## config.mk

```make
export PLATFORM = sky130hd
export DESIGN_NAME = if_id_skid_reg_flat
export DESIGN_NICKNAME = d
export VERILOG_FILES = /design/src/rtl/if_id_skid_reg_pkg.sv /design/src/rtl/if_id_skid_reg_if.sv /design/src/rtl/if_id_skid_reg_sat_counter.sv /design/src/rtl/if_id_skid_reg.sv /design/src/flat_wrapper.sv
export SDC_FILE = /design/constraint.sdc
export NUM_CORES = 1
export LEC_CHECK = 0
export ABC_AREA = 1
export CELL_PAD_IN_SITES_DETAIL_PLACEMENT = 2
export CELL_PAD_IN_SITES_GLOBAL_PLACEMENT = 2
export CORE_MARGIN = 4
export CORE_UTILIZATION = 32
export CTS_BUF_LIST = sky130_fd_sc_hd__clkbuf_4
export DETAILED_ROUTE_END_ITERATION = 8
export PLACE_DENSITY = 0.87
export SETUP_SLACK_MARGIN = 0.05
export SLEW_MARGIN = 20
export SYNTH_ARGS = -nofsm -noshare
export SYNTH_HDL_FRONTEND = slang
export SYNTH_SLANG_ARGS = --single-unit
```

## constraint.sdc

```tcl
create_clock -name clk -period 4.2 [get_ports clk]
set_input_delay 0.42 -clock clk [delete_from_list [all_inputs] [get_ports clk]]
set_output_delay 0.42 -clock clk [all_outputs]
set_load 0.02 [all_outputs]
```

## src/rtl/if_id_skid_reg_pkg.sv

```systemverilog
// Shared IF/ID definitions: default widths, bubble encoding, entry and state types.
package if_id_pkg;
  localparam int              PC_W      = 30;
  localparam int              INSTR_W   = 32;
  localparam int              CNT_W     = 16;
  localparam logic [INSTR_W-1:0] NOP_INSTR = 32'h0000_0000;

  typedef struct packed {
    logic [PC_W-1:0]    npc;
    logic [INSTR_W-1:0] instr;
  } if_id_entry_t;

  // main_valid is bit 0, skid_valid is bit 1
  typedef enum logic [1:0] {
    EMPTY = 2'b00,
    ONE   = 2'b01,
    TWO   = 2'b11
  } if_id_state_e;
endpackage

```

## src/rtl/if_id_skid_reg_if.sv

```systemverilog
// Fetch-to-decode handshake bundle; slave is the register, master drives it.
interface if_id_skid_reg_if #(
  parameter int PC_W    = if_id_pkg::PC_W,
  parameter int INSTR_W = if_id_pkg::INSTR_W
);
  logic               in_valid;
  logic               in_ready;
  logic [PC_W-1:0]    in_npc;
  logic [INSTR_W-1:0] in_instr;
  logic               out_valid;
  logic               out_ready;
  logic [PC_W-1:0]    out_npc;
  logic [INSTR_W-1:0] out_instr;

  modport slave (
    input  in_valid, in_npc, in_instr, out_ready,
    output in_ready, out_valid, out_npc, out_instr
  );

  modport master (
    output in_valid, in_npc, in_instr, out_ready,
    input  in_ready, out_valid, out_npc, out_instr
  );
endinterface

```

## src/rtl/if_id_skid_reg_sat_counter.sv

```systemverilog
// Saturating up-counter with synchronous clear; sticks at all-ones.
module sat_counter #(
  parameter int CNT_W = 16
) (
  input  logic             clk,
  input  logic             rst_n,
  input  logic             inc,
  input  logic             clear,
  output logic [CNT_W-1:0] count
);
  // count up until all-ones, clear wins over inc
  always_ff @(posedge clk or negedge rst_n) begin
    if (!rst_n)                     count <= '0;
    else if (clear)                 count <= '0;
    else if (inc && (count != '1))  count <= count + 1'b1;
  end
endmodule

```

## src/rtl/if_id_skid_reg.sv

```systemverilog
// IF/ID pipeline register: main + skid entry, registered in_ready,
// flush-to-bubble, cache-miss freeze and a saturating stall counter.
module if_id_skid_reg #(
  parameter int                  PC_W      = if_id_pkg::PC_W,
  parameter int                  INSTR_W   = if_id_pkg::INSTR_W,
  parameter logic [INSTR_W-1:0]  NOP_INSTR = if_id_pkg::NOP_INSTR,
  parameter int                  CNT_W     = if_id_pkg::CNT_W
) (
  input  logic               clk,
  input  logic               rst_n,
  input  logic               instruction_hit,
  input  logic               data_hit,
  input  logic               flush,
  if_id_skid_reg_if.slave    bus,
  output logic [CNT_W-1:0]   stall_cycles
);
  import if_id_pkg::*;

  // sized by this instance's parameters rather than the package defaults
  typedef struct packed {
    logic [PC_W-1:0]    npc;
    logic [INSTR_W-1:0] instr;
  } entry_t;

  if_id_state_e state_q, state_d;
  entry_t       main_q, skid_q, in_entry;
  logic         in_ready_q;
  logic         main_valid, hit_ok, push, pop;

  assign main_valid = (state_q != EMPTY);
  assign hit_ok     = instruction_hit & data_hit;
  assign push       = bus.in_valid & in_ready_q & hit_ok;
  assign pop        = main_valid & bus.out_ready & hit_ok;
  assign in_entry   = '{npc: bus.in_npc, instr: bus.in_instr};

  // next occupancy; flush empties even during a miss
  always_comb begin
    state_d = state_q;
    if (flush) begin
      state_d = EMPTY;
    end else if (hit_ok) begin
      case (state_q)
        EMPTY:   if (push) state_d = ONE;
        ONE:     if (pop && !push) state_d = EMPTY;
                 else if (push && !pop) state_d = TWO;
        TWO:     if (pop) state_d = ONE;
        default: state_d = EMPTY;
      endcase
    end
  end

  // occupancy and in_ready both come straight from flops
  always_ff @(posedge clk or negedge rst_n) begin
    if (!rst_n) begin
      state_q    <= EMPTY;
      in_ready_q <= 1'b1;
    end else begin
      state_q    <= state_d;
      in_ready_q <= (state_d != TWO);
    end
  end

  // entry datapath: skid only fills when main is held, and drains into main
  always_ff @(posedge clk or negedge rst_n) begin
    if (!rst_n) begin
      main_q <= '{npc: '0, instr: NOP_INSTR};
      skid_q <= '0;
    end else if (!flush && hit_ok) begin
      case (state_q)
        EMPTY: if (push) main_q <= in_entry;
        ONE:   if (push) begin
                 if (pop) main_q <= in_entry;
                 else     skid_q <= in_entry;
               end
        TWO:   if (pop) main_q <= skid_q;
        default: ;
      endcase
    end
  end

  assign bus.in_ready  = in_ready_q;
  assign bus.out_valid = main_valid;
  assign bus.out_npc   = main_q.npc;
  assign bus.out_instr = main_valid ? main_q.instr : NOP_INSTR;

  sat_counter #(.CNT_W(CNT_W)) u_stall_cnt (
    .clk   (clk),
    .rst_n (rst_n),
    .inc   (main_valid & ~pop),
    .clear (1'b0),
    .count (stall_cycles)
  );
endmodule

```

## src/flat_wrapper.sv

```systemverilog
// flat-port wrapper written by rule: the top's interface ports become plain ports
module if_id_skid_reg_flat import if_id_pkg::*;
#(
  parameter int                  PC_W      = if_id_pkg::PC_W,
  parameter int                  INSTR_W   = if_id_pkg::INSTR_W,
  parameter logic [INSTR_W-1:0]  NOP_INSTR = if_id_pkg::NOP_INSTR,
  parameter int                  CNT_W     = if_id_pkg::CNT_W
)
  (clk, rst_n, instruction_hit, data_hit, flush, stall_cycles, bus_in_valid, bus_in_npc, bus_in_instr, bus_out_ready, bus_in_ready, bus_out_valid, bus_out_npc, bus_out_instr);
  if_id_skid_reg_if #(.PC_W(PC_W), .INSTR_W(INSTR_W)) bus_i ();
  input  logic clk;
  input  logic rst_n;
  input  logic instruction_hit;
  input  logic data_hit;
  input  logic flush;
  output logic [CNT_W-1:0] stall_cycles;
  input wire logic [$bits(bus_i.in_valid)-1:0] bus_in_valid;
  input wire logic [$bits(bus_i.in_npc)-1:0] bus_in_npc;
  input wire logic [$bits(bus_i.in_instr)-1:0] bus_in_instr;
  input wire logic [$bits(bus_i.out_ready)-1:0] bus_out_ready;
  output wire logic [$bits(bus_i.in_ready)-1:0] bus_in_ready;
  output wire logic [$bits(bus_i.out_valid)-1:0] bus_out_valid;
  output wire logic [$bits(bus_i.out_npc)-1:0] bus_out_npc;
  output wire logic [$bits(bus_i.out_instr)-1:0] bus_out_instr;
  assign bus_i.in_valid = bus_in_valid;
  assign bus_i.in_npc = bus_in_npc;
  assign bus_i.in_instr = bus_in_instr;
  assign bus_i.out_ready = bus_out_ready;
  assign bus_in_ready = bus_i.in_ready;
  assign bus_out_valid = bus_i.out_valid;
  assign bus_out_npc = bus_i.out_npc;
  assign bus_out_instr = bus_i.out_instr;
  if_id_skid_reg #(.PC_W(PC_W), .INSTR_W(INSTR_W), .NOP_INSTR(NOP_INSTR), .CNT_W(CNT_W)) u_core (.clk(clk), .rst_n(rst_n), .instruction_hit(instruction_hit), .data_hit(data_hit), .flush(flush), .bus(bus_i), .stall_cycles(stall_cycles));
endmodule
```

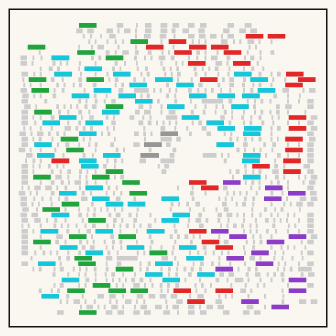
Fig. 1. Register map, names as in the netlist (run 1).
Other sequential cells in the stronger gray, the rest of the logic in the fainter gray.
[green] u_core.main_q | flops: 32
[red] u_core.bus.out_npc | flops: 30
[cyan] u_core.skid_q | flops: 62
[purple] u_core.u_stall_cnt.count | flops: 16
not colored: 3

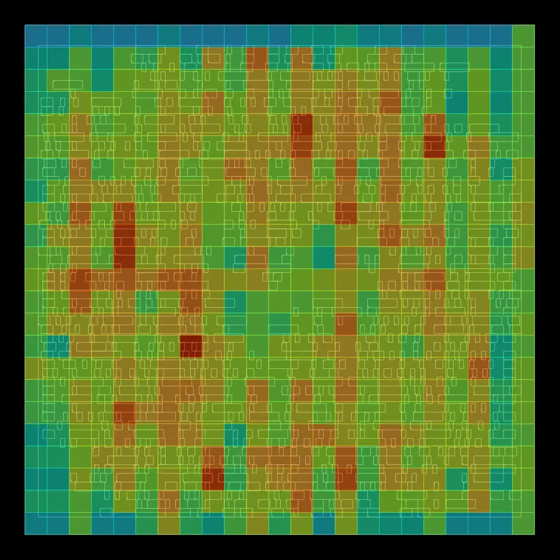
Fig. 2. Routing congestion map (run 1).
met1 global-route usage: 24.34%
most utilized layer in the global route result: met2
WL/cell: 17.77 um
global routing met3 resource utilization: 3.810%
global-route met2 utilization: 34.72%

==> results.txt, run 1 <==
Summary of the current implementation state.

- The first detailed-routing pass took 4 iterations.
- The switching share of power is 34.97%, for reference.
- For this design the top-level I/O count stands at 149.
- Counting flops per register, the top entry is u_core.skid_q.
- The slowest library cell on the worst path is dfrtp_1, for reference.
- In the Yosys report, the sequential cells make up 49.25% of the chip area.
- Non-clock buffers make up 17.62% of the layout cell area.
- The sequential power is 1.82 mW, for reference.
- The net count of the finished layout is 1,125.
- The main area contributors are dfrtp_1 (49%), nand2_1 (17%), nand4_1 (5.7%).
- The first-pass GRT wire length is 40,340 um, for reference.
- The total grt overflow is 0, for reference.
- The routed layout reports a DRC error count of 0.
- The met2 wire length is 12,040 um, for reference.
- The number of antenna violations at the first check in global routing is 2, for reference.
- The footprint of the multi-input gates is 2888 um^2, for reference.
- Clock tree synthesis found a total of 143 sinks.
- The share of the core filled by cells before placement is 32.90%, for reference.
- Per the detail_route report, vias per standard cell equal 5.040.
- 643 cells are multi-input combinational gates.
- The cell area that synthesis handed to floorplanning was 7268 um^2.
- Per the log, the first TritonRoute iteration ended with a DRC count of 327.
- Post-CTS repair changed the size of 0 cells.
- The startpoint identified for the worst register-to-register timing path is u_core.state_q[1]$_DFF_PN0_.
- Summed over all cells, the static leakage comes to 4.498 nW.
- The flip-flop and latch count after synthesis is 143, for reference.
- The die area is 25,190 um^2, for reference.
- The combinational power reported by the tool is 1.02 mW.
- The post-CTS setup-driven buffer insertion count is 0, for reference.
- The commonest register cell after synthesis is dfrtp_1, for reference.
- For this run, the script counts the antenna cells in the layout as 2.
- In the final report, the number of pins over their slew limit comes to 0.
- Clock tree synthesis inserted a total of 17 buffers.
- The clock network power consumption is 886 uW, for reference.
- The group that draws the most power in this run is registers.
- Entering global routing, the biggest net connects 105 pins.
- The floorplan net count is 1,038, for reference.
- Sequential cells placed in the final layout were counted as 143.
- The HPWL after detailed placement is 15,880 um, for reference.
- The area reported by Yosys stat is 7268 um^2, for reference.
- Setup violations remaining at the end of the flow were counted as 0.
- The worst setup path is captured at an output port.
- The count of endpoints failing hold in the final timing report is 0, for reference.
- Of all flip-flops after synthesis, the portion carrying an async set or reset was 100.0%.
- The maximum net fanout on the critical path is 32, for reference.
- The element type at the critical path start is a register, for reference.
- By instance count, the leading cell after synthesis is nand2_1.
- The relative contribution of combinational cells to total power is 27.4%, for reference.
- The post-synth tally of flip-flops with integrated enable is 0, for reference.
- The final layout report lists a filler cell count of 2,564.
- For reference, the mux area share after synthesis is 0%.
- The final route contains 6,799 vias.
- Per STA, the worst path is made up of inv_1 > nand2_1 > inv_2 > nor2_1 > clkdlybuf4s50_1.
- Summed over all routing layers, the global router reports a total usage of 19.44%.
- Summing the areas of all compound-gate instances in the mapped netlist gives 7.265% of the synthesized area.
- The analysis attributes to net switching a power of 1.304 mW.
- The biggest area consumer among cell classes is sequential cells, for reference.
- The max-cap violation count is 0, for reference.
- The highest clock frequency the design can meet is 274.1 MHz, for reference.
- Tap insertion was completed with 280 tapcells.
- The type of the most critical hold path is in -> async, for reference.
- The internal power of the cells is 2.425 mW, for reference.
- In this run the core area contains 54 standard-cell rows.
- The setup slack on the worst flop-to-flop path is 1.28 ns, for reference.
- The register clock-pin slew on the reported worst setup and hold paths is 0.14 ns, for reference.
- The pin closest to its max-slew limit shows a slew of 1.070 ns.
- The fraction of area in multi-input gates is 32.04%, for reference.
- The post-detailed-route count of antenna-violating nets is 0, for reference.
- The detailed route wirelength on metal3 is 835 um, for reference.
- The setup TNS is 0 ns, for reference.
- The logs give a warning total of 30.
- The storage element area is 3580 um^2, for reference.
- The root buffer cell is clkbuf_4, for reference.
- Counting cells, the worst reg-to-reg path comes to 6.
- The register with the most flip-flops in the layout has 62 of them.
- Of the total synthesized cell area, the portion taken by AND, OR, NAND and NOR gates is 30.99%.
- Between the synthesized netlist and the finished layout, the area growth was recorded as 24.00%.
- In the layout the commonest cells are nand2_1 (322), clkdlybuf4s50_1 (147), dfrtp_1 (142).
- The clock tree from TritonCTS is yes, for reference.
- After Yosys synthesis, full adders, half adders and majority gates account for 0.1721% of the synthesized area.
- The number of library cell types mapped by synthesis is 25, for reference.
- The peak per-stage delay on the critical path is 1.08 ns, for reference.
- The worst pin sits at a relative slew slack of 28.70%.
- In this run the VDD rail shows a maximum IR drop of 0.1243 mV.
- The mean post-synth cell area is 7.508 um^2, for reference.
- Per the gpl log, the routability congestion estimate is 0.7509.
- The dominant non-sequential cell family after synthesis is simple AND/OR/NAND/NOR gates, for reference.
- The share of post-route cells with drive strength above 1 is 4.967%, for reference.
- The worst path in the final design needs a cycle of 3.648 ns, including I/O delays and setup.
- Looking at the power breakdown, the clock network takes 23.8% of the total.
- The flow reports that sequential cells draw 48.8% of the design power.
- The number of signal-net inverters in the final layout is 90, for reference.
- The most common logic cell in the final layout is nand2_1.
- The number of buffers outside the clock class in the layout is 160, for reference.
- The insertion delay at the late pin of the worst-skew pair is 0.55 ns, for reference.
- The post-route report lists met1 wire length as 10,800 um.
- According to the timing report, the critical path is launched from u_core.state_q[1]$_DFF_PN0_.
- The run finished with clean final reports.
- The fraction of cell area in sequential cells is reported as 39.72%.
- According to the timing report, the critical path is captured at bus_out_instr[10].
- The endpoint of the worst register-to-register path is u_core.main_q[12]$_DFFE_PN0P_, for reference.
- The final wirelength is 23,980 um, for reference.
- The cts-stage hold buffer count is 1, for reference.
- The total of clock buffers placed in the layout is 19, for reference.
- The via count of the first global-routing pass came to 7,659.
- In the Yosys report the total cell count is 968.
- The class of the most critical setup path is reg -> out, for reference.
- The critical path arrival is 3.23 ns, for reference.
- The core box area is 22,090 um^2, for reference.
- Sorting the Yosys area breakdown by cell type puts at the top dfrtp_1.
- In the synthesized netlist, the number of instances is 968.
- Per the synthesis report, the XOR/XNOR share of the synthesized area is 0.6025%.
- The flow reported a cell area power density of 413.7 nW/um^2.
- The area fraction of clock buffers and clock inverters is 2.929%, for reference.
- In the final run the clock tree shows a worst skew of 0.02025 ns.
- The required time reported for the critical path endpoint is 3.78 ns, for reference.
- The area fraction of the largest cell type after synthesis is 48.89%.
- The synthesis log from Yosys contains 0 warnings.
- In the synthesized netlist, the cells that appear most often are nand2_1 (325), dfrtp_1 (142), nor2_1 (93).
- The uppermost metal layer occupied by signal nets is met5, for reference.
- Setup repair after global routing left no endpoint under its margin.
- Counting along the longest clock path gives a buffer depth of 2.
- The deepest level of the CTS H-tree is 4, for reference.
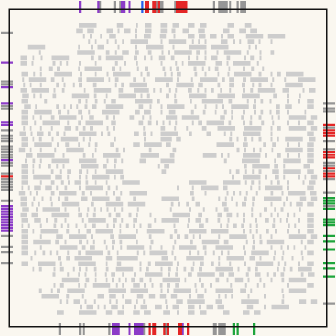
Fig. 3. Ports around the boundary (run 1).
Pins as bars across the die edge, other pins in gray.
[green] stall_cycles | pins: 16 | direction: output | edge: 13 right, 3 bottom
[blue] flush | pins: 1 | direction: input | edge: top
[purple] bus_out_instr | pins: 32 | direction: output | edge: 16 left, 11 bottom, 5 top
[red] bus_in_npc | pins: 30 | direction: input | edge: 11 top, 10 right, 8 bottom, 1 left
all pins by edge: 44 left, 36 right, 35 top, 34 bottom
width of the chip: 158.7 um
Port Buffer Count: 148
Die Height: 158.7 um

## run 1: worst max-delay path, delay by kind of cell, from the launching register on
family	cells	cell delay (ns)
buffers and inverters	3	1.18
DFF	1	1.08
and+or+nand+nor	2	0.41
## run 1: per-stage QoR
step,util (%),total power [mW],instance area (um^2),worst slack [ns],std cells
finish,40.79,3.729,9012,0.5524,1349
CTS,40.69,3.788,8990,0.1946,1347
detailed placement,39.45,2.889,8716,0.8632,1315
global route,40.79,3.982,9012,0.2899,1349
global placement,39.45,2.831,8716,1.028,1315
floorplan,-,2.431,7268,2.409,968
==> run 1 -> run 2 <==
==> constraint.sdc (replaced) <==
create_clock -name clk -period 4.2 [get_ports clk]
set_input_delay 0.84 -clock clk [delete_from_list [all_inputs] [get_ports clk]]
set_output_delay 0.84 -clock clk [all_outputs]
set_load 0.02 [all_outputs]
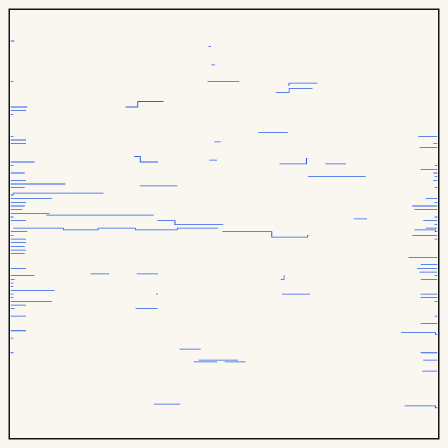
Fig. 4. Metal 3 (run 2).
nets with wire on the layer: 93
wire length on this layer: 824 um
share of all routed wire: 3.4%
main direction: horizontal

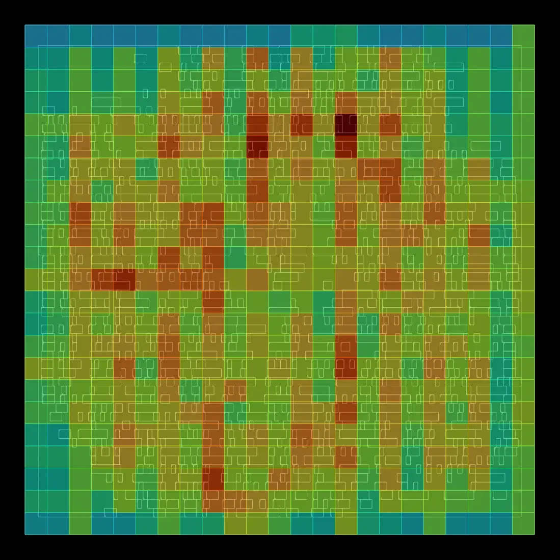
Fig. 5. Routing congestion map (run 2).
global-route met2 utilization: 33.82%
met1 global-route usage: 23.95%

==> results.txt, run 2 <==
Summary of the current implementation state.

- Outcome: finished clean (unchanged).
- The area fraction in and, or, nand and nor cells was 30.99% (unchanged).
- The reported leakage power came to 4.573 nW (was 4.498 nW).
- The x dimension of the die is 158.7 um (unchanged).
- The clock tree from TritonCTS is yes (unchanged).
- The mean post-synth cell area is 7.508 um^2 (unchanged), for reference.
- The buffering stage count on the worst path with inverters included is 5 (was 3), for reference.
- The total of clock buffers placed in the layout is 21 (was 19), for reference.
- The cell class contributing the biggest share of worst-path delay is buffers and inverters (unchanged).
- The commonest register cell after synthesis is dfrtp_1 (unchanged).
- The flip-flop and latch count after synthesis came to 143 (unchanged).
- The sequential fraction of the synthesis area is 49.25% (unchanged), for reference.
- The final cell area excluding filler cells is 9111 um^2 (was 9012 um^2), for reference.
- The number of antenna repair diodes was 2 (unchanged).
- The total grt overflow is 0 (unchanged), for reference.
- The count of placed standard cells in the final layout, fillers left out is 1,352 (was 1,349), for reference.
- The worst reg2reg path depth is 6 (unchanged), for reference.
- The number of antenna violations at the first check in global routing came to 2 (unchanged).
- The synthesized-area fraction occupied by ao, oa, aoi and oai cells is 7.265% (unchanged).
- The most used routing layer in global routing is met2 (unchanged).
- The post-detailed-route count of antenna-violating nets was 0 (unchanged).
- The per-cell via count in the routed design came to 5.053 (was 5.040).
- The tally of buffers added on design ports came to 148 (unchanged).
- The synthesized area is 7268 um^2 (unchanged).
- The setup slack on the worst flop-to-flop path is 1.75 ns (was 1.28 ns), for reference.
- The core box area is 22,090 um^2 (unchanged), for reference.
- The count of final max-slew check failures came to 0 (unchanged).
- The required time reported for the critical path endpoint is 3.36 ns (was 3.78 ns), for reference.
- The number of nets in the layout came to 1,127 (was 1,125).
- The die area is 25,190 um^2 (unchanged).
- The last weighted congestion value of the routability-driven placer came to 0.7213 (was 0.7509).
- The total power after layout came to 3.934 mW (was 3.729 mW).
- The global routing usage on met3 came to 3.551% (was 3.810%).
- The deepest level of the CTS H-tree is 4 (unchanged), for reference.
- The worst vdd rail ir drop is 0.1311 mV (was 0.1243 mV), for reference.
- The share of post-route cells with drive strength above 1 is 5.327% (was 4.967%), for reference.
- The register clock-pin slew on the reported worst setup and hold paths was 0.13 ns (was 0.14 ns).
- The number of top-level pins came to 149 (unchanged).
- The die span in y is 158.7 um (unchanged).
- The flip-flop count of the largest register after layout came to 62 (unchanged).
- The filler cell count in the final layout was 2,536 (was 2,564).
- The met2 wire length is 12,060 um (was 12,040 um), for reference.
- The final wirelength is 24,020 um (was 23,980 um), for reference.
- The count of multi-input gates is 643 (unchanged), for reference.
- The share of synthesized cell area in full adder, half adder and majority cells came to 0.1721% (unchanged).
- The slowest library cell on the worst path is clkdlybuf4s50_1 (was dfrtp_1), for reference.
- Setup repair after global routing missed its margin: false (unchanged).
- The floorplan net count is 1,038 (unchanged).
- The post-CTS setup-driven buffer insertion count came to 0 (unchanged).
- The endpoint of the worst register-to-register path is u_core.main_q[14]$_DFFE_PN0P_ (was u_core.main_q[12]$_DFFE_PN0P_), for reference.
- The uppermost metal layer occupied by signal nets was met5 (unchanged).
- Leading cell types in the layout, fill and taps excluded: nand2_1 (322), clkdlybuf4s50_1 (147), dfrtp_1 (142) (unchanged).
- The most numerous cell in the Yosys netlist is nand2_1 (unchanged), for reference.
- The growth of design area from synthesis to finish is 25.36% (was 24.00%), for reference.
- The total instance count after detailed placement is 1,318 (was 1,315), for reference.
- The count of tool warnings is 28 (was 30), for reference.
- The count of endpoints failing hold in the final timing report was 0 (unchanged).
- The initial DRC count was 293 (was 327).
- Top cells by instance count after synthesis: nand2_1 (325), dfrtp_1 (142), nor2_1 (93) (unchanged).
- The element type at the critical path start is a register (unchanged).
- The power per standard cell area came to 431.8 nW/um^2 (was 413.7 nW/um^2).
- The via count of the first global-routing pass came to 7,543 (was 7,659).
- The routed length per placed instance came to 17.76 um (was 17.77 um).
- The dominant non-sequential cell family after synthesis is simple AND/OR/NAND/NOR gates (unchanged), for reference.
- The TritonCTS buffer count is 17 (unchanged), for reference.
- The insertion delay at the late pin of the worst-skew pair was 0.55 ns (about the same).
- The fraction of synthesized cell area in xor and xnor cells is 0.6025% (unchanged), for reference.
- The overall track demand over capacity in global routing is 19.01% (was 19.44%), for reference.
- Sequence of cells on the critical path: buf_4 > inv_1 > nand2_1 > inv_1 > buf_4 > nor2_1 > clkdlybuf4s50_1 (was inv_1 > nand2_1 > inv_2 > nor2_1 > clkdlybuf4s50_1).
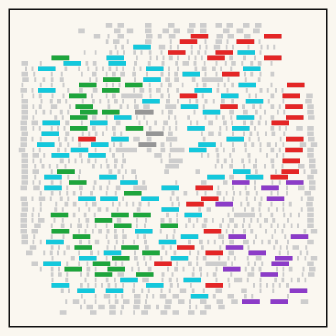
Fig. 6. Register map, names as in the netlist (run 2).
Other sequential cells in the stronger gray, the rest of the logic in the fainter gray.
[purple] u_core.u_stall_cnt.count | flops: 16
[green] u_core.main_q | flops: 32
[red] u_core.bus.out_npc | flops: 30
[cyan] u_core.skid_q | flops: 62
flip-flop and latch power: 1.83 mW
sequential cell area: 3580 um^2
flip-flop and latch share of the layout cell area: 39.29%
Util after Layout: 41.24%

[run 2: how the worst max path moves through the flow]
stage	startpoint	to	slack, ns	depth (start not counted)
floorplan	u_core.state_q[1]$_DFF_PN0_	bus_out_instr[10]	1.99	6
global placement	instruction_hit	u_core.main_q[6]$_DFFE_PN0P_	0.89	9
detailed placement	instruction_hit	u_core.main_q[21]$_DFFE_PN0P_	0.77	9
CTS	u_core.state_q[1]$_DFF_PN0_	bus_out_instr[17]	0.57	7
global route	u_core.state_q[1]$_DFF_PN0_	bus_out_instr[2]	0.44	7
finish	u_core.state_q[1]$_DFF_PN0_	bus_out_instr[2]	0.60	7
[run 2: where the power goes]
group | internal, mW | switching (mW)
clock network | 0.557 | 0.524
logic | 0.451 | 0.571
registers | 1.62 | 0.211
total | 2.63 | 1.31
==> run 2 -> run 3 <==
--- a/config.mk
+++ b/config.mk
@@ -12,7 +12,7 @@
 export CORE_UTILIZATION = 32
 export CTS_BUF_LIST = sky130_fd_sc_hd__clkbuf_4
 export DETAILED_ROUTE_END_ITERATION = 8
-export PLACE_DENSITY = 0.87
+export PLACE_DENSITY_LB_ADDON = 0.1
 export SETUP_SLACK_MARGIN = 0.05
 export SLEW_MARGIN = 20
 export SYNTH_ARGS = -nofsm -noshare
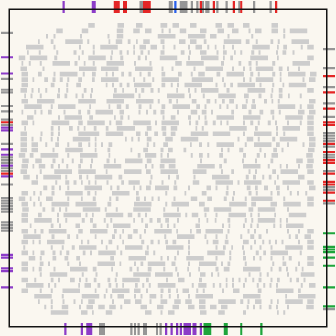
Fig. 7. Ports around the boundary (run 3).
Pins as bars across the die edge, other pins in gray.
[green] stall_cycles | pins: 16 | direction: output | edge: 8 bottom, 8 right
[red] bus_in_npc | pins: 30 | direction: input | edge: 14 top, 14 right, 2 left
[blue] flush | pins: 1 | direction: input | edge: top
[purple] bus_out_instr | pins: 32 | direction: output | edge: 16 bottom, 13 left, 3 top

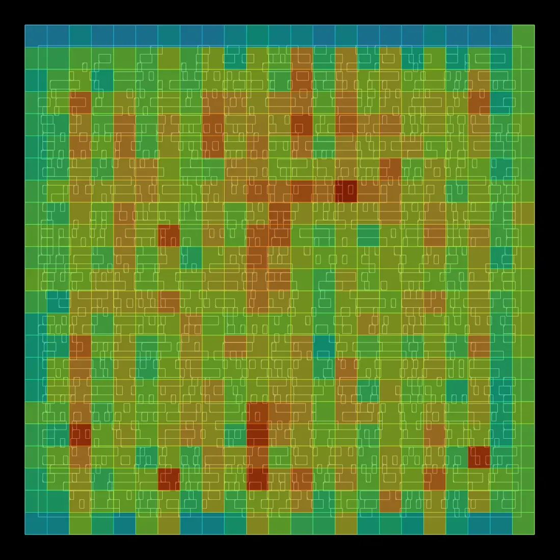
Fig. 8. Routing congestion map (run 3).
global-route met2 utilization: 32.98%
WL/cell: 17.19 um
overall track demand over capacity in global routing: 18.75%
global routing met3 resource utilization: 3.473%

==> results.txt, run 3 <==
Summary of the current implementation state.

- Outcome: finished clean (unchanged).
- The reported leakage power is 4.568 nW (was 4.573 nW), for reference.
- The growth of design area from synthesis to finish was 25.20% (was 25.36%).
- The capture point of the worst path is bus_out_instr[26] (was bus_out_instr[2]).
- The floorplan net count was 1,038 (unchanged).
- The first-pass GRT wire length is 39,010 um (was 39,650 um), for reference.
- The die area is 25,190 um^2 (unchanged), for reference.
- The post-placement worst setup slack is 1.097 ns (was 0.7653 ns), for reference.
- The worst-margin pin slew came to 0.9725 ns (was 0.9643 ns).
- The x dimension of the die was 158.7 um (unchanged).
- The total number of clock tree sinks is 143 (unchanged).
- The post-synth tally of flip-flops with integrated enable is 0 (unchanged).
- The post-CTS setup-driven buffer insertion count is 0 (unchanged), for reference.
- The initial DRC count is 260 (was 293), for reference.
- The peak per-stage delay on the critical path is 0.54 ns (was 0.64 ns), for reference.
- The total cells reported by yosys after synthesis was 968 (unchanged).
- The share of post-route cells with drive strength above 1 is 5.140% (was 5.327%), for reference.
- The relative max-transition margin is 35.03% (was 35.58%), for reference.
- The dominant non-sequential cell family after synthesis is simple AND/OR/NAND/NOR gates (unchanged).
- The share of the core filled by cells before placement is 32.90% (unchanged), for reference.
- The count of tool warnings is 28 (unchanged).
- The flip-flop count of the largest register after layout is 62 (unchanged), for reference.
- The highest clock frequency the design can meet is 286.6 MHz (was 277.9 MHz), for reference.
- The total of endpoints with negative setup slack in the final report is 0 (unchanged), for reference.
- The count of synthesis-stage warnings from yosys is 0 (unchanged).
- The number of DRC violations after detailed routing came to 0 (unchanged).
- The root buffer cell is clkbuf_4 (unchanged), for reference.
- The filler cell count in the final layout is 2,570 (was 2,536), for reference.
- The count of final max-slew check failures is 0 (unchanged), for reference.
- The worst path setup slack after routing is 0.7107 ns (was 0.6022 ns), for reference.
- The commonest register cell after synthesis is dfrtp_1 (unchanged).
- The fraction of synthesized cell area in xor and xnor cells was 0.6025% (unchanged).
- The number of antenna violations at the first check in global routing is 2 (unchanged), for reference.
- The number of nets in the layout was 1,129 (was 1,127).
- The required time reported for the critical path endpoint came to 3.36 ns (about the same).
- The class of the most critical setup path is reg -> out (unchanged).
- The post-cts gate resize count is 0 (unchanged), for reference.
- The share of synthesized cell area in full adder, half adder and majority cells came to 0.1721% (unchanged).
- Top cells by instance count after synthesis: nand2_1 (325), dfrtp_1 (142), nor2_1 (93) (unchanged).
- Leading cell types in the layout, fill and taps excluded: nand2_1 (322), clkdlybuf4s50_1 (147), dfrtp_1 (142) (unchanged).
- The multiplexer share of the synthesized area is 0% (unchanged).
- The buffering stage count on the worst path with inverters included is 4 (was 5), for reference.
- The cts-stage hold buffer count came to 0 (unchanged).
- The library cell occupying the most area in the post-synthesis netlist is dfrtp_1 (unchanged), for reference.
- The total grt overflow is 0 (unchanged).
- The start point of the critical path is u_core.state_q[1]$_DFF_PN0_ (unchanged).
- The worst-case clock buffer depth came to 2 (unchanged).
- The number of library cell types mapped by synthesis is 25 (unchanged).
- Setup repair after global routing missed its margin: false (unchanged).
- The global routing met1 resource utilization came to 24.55% (was 23.95%).
- The startpoint of the most critical register-to-register path is u_core.u_stall_cnt.count[0]$_DFFE_PN0P_ (was u_core.state_q[0]$_DFF_PN0_), for reference.
- The top power consumer group is registers (unchanged), for reference.
- The share of the synthesized area in the top cell type is 48.89% (unchanged), for reference.
- The TritonCTS buffer count is 17 (unchanged), for reference.
- The slowest library cell on the worst path was clkdlybuf4s50_1 (unchanged).
- Sequence of cells on the critical path: inv_1 > nand2_1 > inv_1 > buf_4 > nor2_1 > clkdlybuf4s50_1 (was buf_4 > inv_1 > nand2_1 > inv_1 > buf_4 > nor2_1 > clkdlybuf4s50_1).
- The area fraction in and, or, nand and nor cells is 30.99% (unchanged), for reference.
- The number of top-level pins is 149 (unchanged), for reference.
- The clock network power consumption is 1.04 mW (was 1.08 mW), for reference.
- The final setup skew is 0.02399 ns (was 0.03164 ns).
- The insertion delay at the late pin of the worst-skew pair is 0.53 ns (was 0.55 ns), for reference.
- The row count is 54 (unchanged).
- The storage element area is 3580 um^2 (unchanged).
- The power per standard cell area is 425.0 nW/um^2 (was 431.8 nW/um^2), for reference.
- The tally of buffers added on design ports is 148 (unchanged), for reference.
- The internal power of the cells is 2.591 mW (was 2.627 mW), for reference.
- The max-cap violation count is 0 (unchanged), for reference.
- The clock group share of total power is 26.9% (was 27.5%), for reference.
- The final wirelength is 23,230 um (was 24,020 um), for reference.
- The relative contribution of combinational cells to total power was 26.3% (was 26.0%).
- The worst reg2reg path depth is 6 (unchanged).
- The total power after layout is 3.867 mW (was 3.934 mW).
- The total net switching power is 1.276 mW (was 1.307 mW), for reference.
- The area reported by Yosys stat is 7268 um^2 (unchanged), for reference.
- The synthesized netlist cell count is 968 (unchanged).
- The worst vdd rail ir drop is 0.1833 mV (was 0.1311 mV), for reference.
- The kind of end point of the critical path is an output port (unchanged), for reference.
- The setup slack on the worst flop-to-flop path is 1.82 ns (was 1.75 ns).
- The core box area is 22,090 um^2 (unchanged), for reference.
- The most common cell after layout, fill and taps aside is nand2_1 (unchanged).
- The mean post-synth cell area is 7.508 um^2 (unchanged), for reference.
- The via count of the first global-routing pass is 7,372 (was 7,543), for reference.
- The switching share of power is 33.00% (was 33.22%), for reference.
- The critical path arrival is 2.65 ns (was 2.76 ns).
- The cell class contributing the biggest share of worst-path delay is buffers and inverters (unchanged), for reference.
- The detailed-route via count is 6,668 (was 6,832).
- The HPWL after detailed placement was 15,550 um (was 16,020 um).
- The final critical-path required period is 3.489 ns (was 3.598 ns), for reference.
- The last weighted congestion value of the routability-driven placer was 0.7354 (was 0.7213).
- The type of the most critical hold path is in -> async (unchanged), for reference.
- The clock tree from TritonCTS is yes (unchanged), for reference.
- The sequential power share came to 46.9% (was 46.5%).
- The die span in y is 158.7 um (unchanged).
- The per-cell via count in the routed design was 4.936 (was 5.053).
- Main area contributors: dfrtp_1 (49%), nand2_1 (17%), nand4_1 (5.7%) (unchanged).
- The setup TNS is 0 ns (unchanged).
- The deepest level of the CTS H-tree is 4 (unchanged), for reference.
- The iteration count of the initial detailed-routing pass was 4 (unchanged).
- The sequential fraction of the synthesis area is 49.25% (unchanged), for reference.
- The post-detailed-route count of antenna-violating nets is 0 (unchanged), for reference.
- The count of endpoints failing hold in the final timing report is 0 (unchanged), for reference.
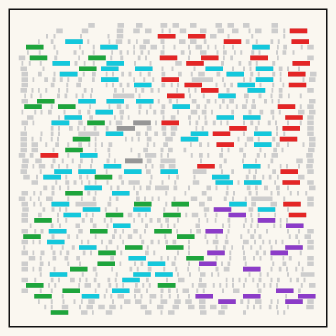
Fig. 9. Register map, names as in the netlist (run 3).
Other sequential cells in the stronger gray, the rest of the logic in the fainter gray.
[cyan] u_core.skid_q | flops: 62 | where: all over the die
[red] u_core.bus.out_npc | flops: 30
[green] u_core.main_q | flops: 32
[purple] u_core.u_stall_cnt.count | flops: 16 | where: bottom right
not colored: 3
flip-flop and latch power: 1.81 mW
Util after Layout: 41.19%
flip-flop and latch share of the layout cell area: 39.34%

## run 3: area by class of cell
| cell class | instances | area share (%) |
|---|---|---|
| multi-input combinational | 643 | 31.64 |
| clock buffer | 17 | 1.402 |
| inverter | 90 | 3.712 |
| timing repair buffer | 164 | 17.89 |
| tap | 280 | 3.850 |
| clock inverter | 13 | 2.145 |
| sequential | 143 | 39.34 |
| antenna | 1 | 0.02750 |
## run 3: metrics by stage
stage	cells	utilization, %	cell area, um^2
after floorplan	968	-	7268
final	1351	41.19	9100
after detailed placement	1320	39.68	8766
after CTS	1350	41.14	9089
after global routing	1351	41.19	9100
after global placement	1320	39.68	8766
## run 3: per-layer routing
layer,wire length (um),share of wire (%),vias to the layer above
met5,8,0.034,-
met4,152,0.65,2
met3,825,3.6,13
met2,11520,50,120
met1,10720,46,3310
li1,-,-,3223
No activity file was given, so power comes from the tool's default toggle rates.
